==> run_1/class_map.png <==
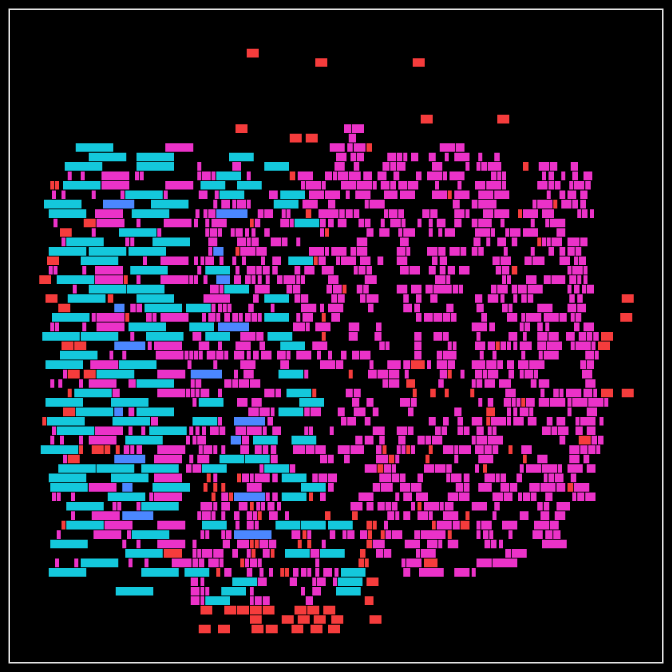
==> run_1/clock_nets.png <==
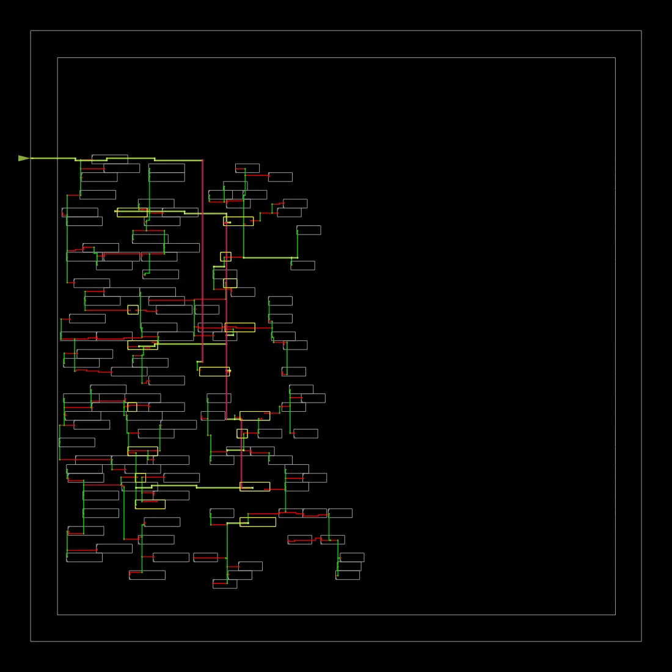
==> run_1/clock_wires.png <==
Scale bar: 50 um.
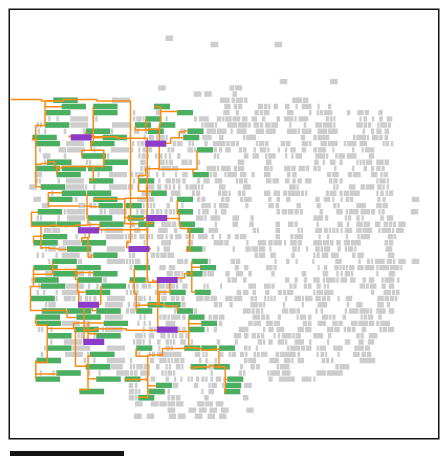
==> run_1/gates.png <==
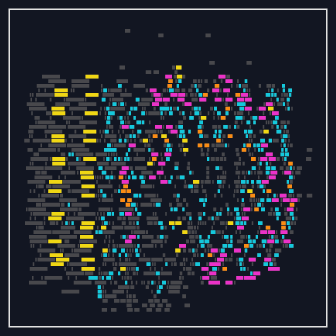
==> config.mk <==
export PLATFORM = sky130hd
export DESIGN_NAME = alu_op_sequencer
export DESIGN_NICKNAME = d
export VERILOG_FILES = /design/src/rtl/alu_seq_pkg.sv /design/src/rtl/ALU_16_bits.sv /design/src/rtl/alu_op_sequencer.sv
export SDC_FILE = /design/constraint.sdc
export NUM_CORES = 1
export LEC_CHECK = 0
export CAP_MARGIN = 20
export CORE_MARGIN = 8
export CORE_UTILIZATION = 34
export DETAILED_ROUTE_END_ITERATION = 10
export GPL_TIMING_DRIVEN = 0
export PLACE_DENSITY_LB_ADDON = 0.3
export SLEW_MARGIN = 30
export SYNTH_ARGS = -nofsm -noshare
export SYNTH_HDL_FRONTEND = slang
export SYNTH_SLANG_ARGS = --single-unit
==> constraint.sdc <==
create_clock -name clk -period 7.8 [get_ports clk]
set_input_delay 1.56 -clock clk [delete_from_list [all_inputs] [get_ports clk]]
set_output_delay 1.56 -clock clk [all_outputs]
set_load 0.05 [all_outputs]
==> Flow_metrics.wiki <==
== Run summary ==
{| class="wikitable"
! Metric !! Value
|-
| Run status || finished, final reports clean
|-
| Worst EP required || 8050 ps
|-
| Type of the worst setup path || flop to flop
|-
| Average instance area after synthesis || 8.44 um^2
|-
| Kind of end point of the critical path || flop
|-
| Iteration-0 DRC Markers || 996
|-
| Type of the worst min-delay path || flop to flop
|-
| Count of input and output buffers || 50
|-
| Most used standard cells in the synthesized netlist || sky130_fd_sc_hd__nand2_1 (143), sky130_fd_sc_hd__nor2_1 (102), sky130_fd_sc_hd__inv_1 (82)
|-
| Detailed-placement wirelength estimate || approximately 31,000 um
|-
| LEAKAGE || approximately 4.1 nW
|-
| Path length in cells of the critical path || 19
|-
| Largest area contributor in the netlist || sky130_fd_sc_hd__edfxtp_1
|-
| GRT Total Usage || 0.219
|-
| Max-slew violation total from the final report || 0
|-
| Clock tree buffer depth || 2
|-
| Maximum clock rate || 0.162 GHz
|-
| Die ar. || 0.0353 mm^2
|-
| Area of the synthesized netlist per yosys stat || 0.0100 mm^2
|-
| Unique masters post-synth || between 80 and 90
|-
| Instance count of the mapped netlist || 1,190
|-
| Total nets after synthesis || 1,305
|-
| CP top delay family || AND-OR/OR-AND gates
|-
| CP Max Fanout || 10
|-
| R2R depth || 19
|-
| Number of flip-flops under the largest register name || between 60 and 70
|-
| Detailed-router iteration count before antenna repair || 7
|-
| Worst slew slack as a fraction of its limit || 0.262
|-
| Critical path's slowest cell || sky130_fd_sc_hd__o21ai_0
|-
| PD cells || 186 mW/mm^2
|-
| Routability congestion estimate || 1.00
|-
| Crit path cell chain || buf_2, buf_2, buf_1, nand4_1, fa_1, ha_1, a211oi_1, o22ai_1, o21ai_0, mux2i_1, o211ai_1, o21a_2, nor2_1, ha_1, xor2_1, xnor2_1, xnor2_1, o21ai_0, and2_1
|-
| Vias after detailed routing || 9,936
|-
| Number of endpoints with negative hold slack in the final report || 0
|-
| Placeable core region || 0.0294 mm^2
|-
| Number of cells after detailed placement || 1,631
|-
| Die boundary height || between 150 and 200 um
|-
| Switching fraction of total power || 0.407
|-
| Register share after synthesis || 0.285
|-
| Final design instance area without fill || 0.0114 mm^2
|-
| Pre-CTS setup slack || 1820 ps
|-
| Transition time at the pin with the least slew margin || between 1000 and 1500 ps
|-
| Reported net switching power || 0.862 mW
|-
| Final routed wire length divided by cell count || 24.3 um
|-
| Count of instances resized after the clock tree is built || 0
|-
| OpenROAD warnings || 64
|-
| DRC Markers || 0
|-
| Maximum number of pins on one net before global-route repair || 21
|-
| Final antenna diode count || 0
|-
| Post-synth tally of flip-flops with integrated enable || between 60 and 70
|-
| Category of the worst setup path launch point || flop
|-
| Worst-case register-to-register setup slack || ~1600 ps
|-
| Unrepaired setup endpoints after global routing || false
|-
| Top cells excl fill/tap || sky130_fd_sc_hd__nand2_1 (143), sky130_fd_sc_hd__nor2_1 (101), sky130_fd_sc_hd__inv_1 (82)
|-
| Largest cells by area after synthesis || sky130_fd_sc_hd__edfxtp_1 (19%), sky130_fd_sc_hd__ha_1 (9.5%), sky130_fd_sc_hd__dfxtp_1 (9.4%)
|-
| Core utilization at floorplan || 0.342
|-
| Layout-stage area growth over the synthesis result || 13.3%
|-
| Final setup slack of the worst path || 1640 ps
|-
| Total detailed-routing wirelength || 40,000 um
|-
| Synth Cell Area || around 0.01 mm^2
|-
| Setup violation total in the final timing report || 0
|-
| Combinational group share of total power || 0.438
|-
| Async SR Flop Fraction || 0
|-
| Post-CTS Setup Bufs || 0
|-
| Synth top area share || 0.191
|-
| Max-capacitance violation count || 0
|-
| Crit path time final || 6160 ps
|-
| Number of warnings issued by yosys || 0
|-
| Crit path DAT || between 6000 and 7000 ps
|-
| Antenna violations before repair || 0
|-
| Number of cells in the yosys synthesis report || 1,190
|}
About class_map.png:
Key: blue = clock drivers and dummy loads [cells 16, share of their area 2.8%]; red = remaining buffers and delay cells [cells 139, share of their area 8.2%]; magenta = remaining logic cells [cells 991, share of their area 63%]; cyan = registers [cells 111, share of their area 26%]
placement row count: 63
post-layout utilization of the core: 0.387

About clock_nets.png:
clock latency at the later pin of the worst-skew pair: 360 ps
Sink Count: 111
power in the clock group: 0.484 mW

About clock_wires.png:
Key: green = flip-flops [count 111]; purple = clock-net drivers [count 9]; orange = clock wires [length 1,370 um]
There are 10 routed clock nets.
clock network fraction of total power: 0.229
Layout Skew: 11.9 ps

About gates.png:
Key: cyan = aoi and oai cells [cells 280]; magenta = fa/ha/maj cells [cells 80]; orange = xor and xnor cells [cells 37]; yellow = mux cells [cells 52]
fin cells: 1,647
most numerous logic cell after layout: sky130_fd_sc_hd__nand2_1
combinational share of cell area: 0.572

-- run 1: metal layers --
layer	wire [um]	vias up	GRT usage
met1	16800	4795	0.295
met3	3390	101	0.0293
met4	1690	0	0.0939
li1	-	4498	-
met2	18200	542	0.349
met5	0	-	0
-- run 1: tightest hold or removal path, stage by stage, from the launching register on --
cell and delay, ps:
sky130_fd_sc_hd__dfxtp_1 340, sky130_fd_sc_hd__nand2_1 60, sky130_fd_sc_hd__a21boi_0 60
-- run 1: logic make-up after synthesis --
logic type,Yosys count,share of synthesized area
flops,111,0.285
mux,52,0.0920
simple gates,428,0.206
compound gates,311,0.213
xor+xnor,37,0.0323
buf+inv,171,0.0689
fa+ha+maj,80,0.103
-- run 1: cell type report --
class	count	area, um^2
fillers	3017	18000
flip-flops and latches	111	2860
clock buffers	9	225
repair buffers	51	515
inverters	83	312
clock inverters	7	83.8
plain buffers	88	382
well taps	390	488
multi-input cells	908	6510
-- run 1: power by group through the flow --
stage          Sequential [mW]  Combinational, mW  Clock [mW]
6_report                 0.704              0.928       0.484
3_3_place_gp             0.715              0.894           0
4_1_cts                  0.702              0.906       0.488
5_1_grt                  0.708              0.989       0.508
2_1_floorplan            0.732              0.590           0
3_5_place_dp             0.715              0.899           0
-- run 1: per-stage QoR --
stage,total power [mW],hold slack (ps),utilization
after floorplan,1.32,460,-
after global placement,1.61,492,0.375
after detailed placement,1.61,504,0.376
after CTS,2.10,514,0.387
after global routing,2.20,552,0.387
final,2.12,513,0.387
Power figures rest on the tool's default switching activity, not on a simulated workload.
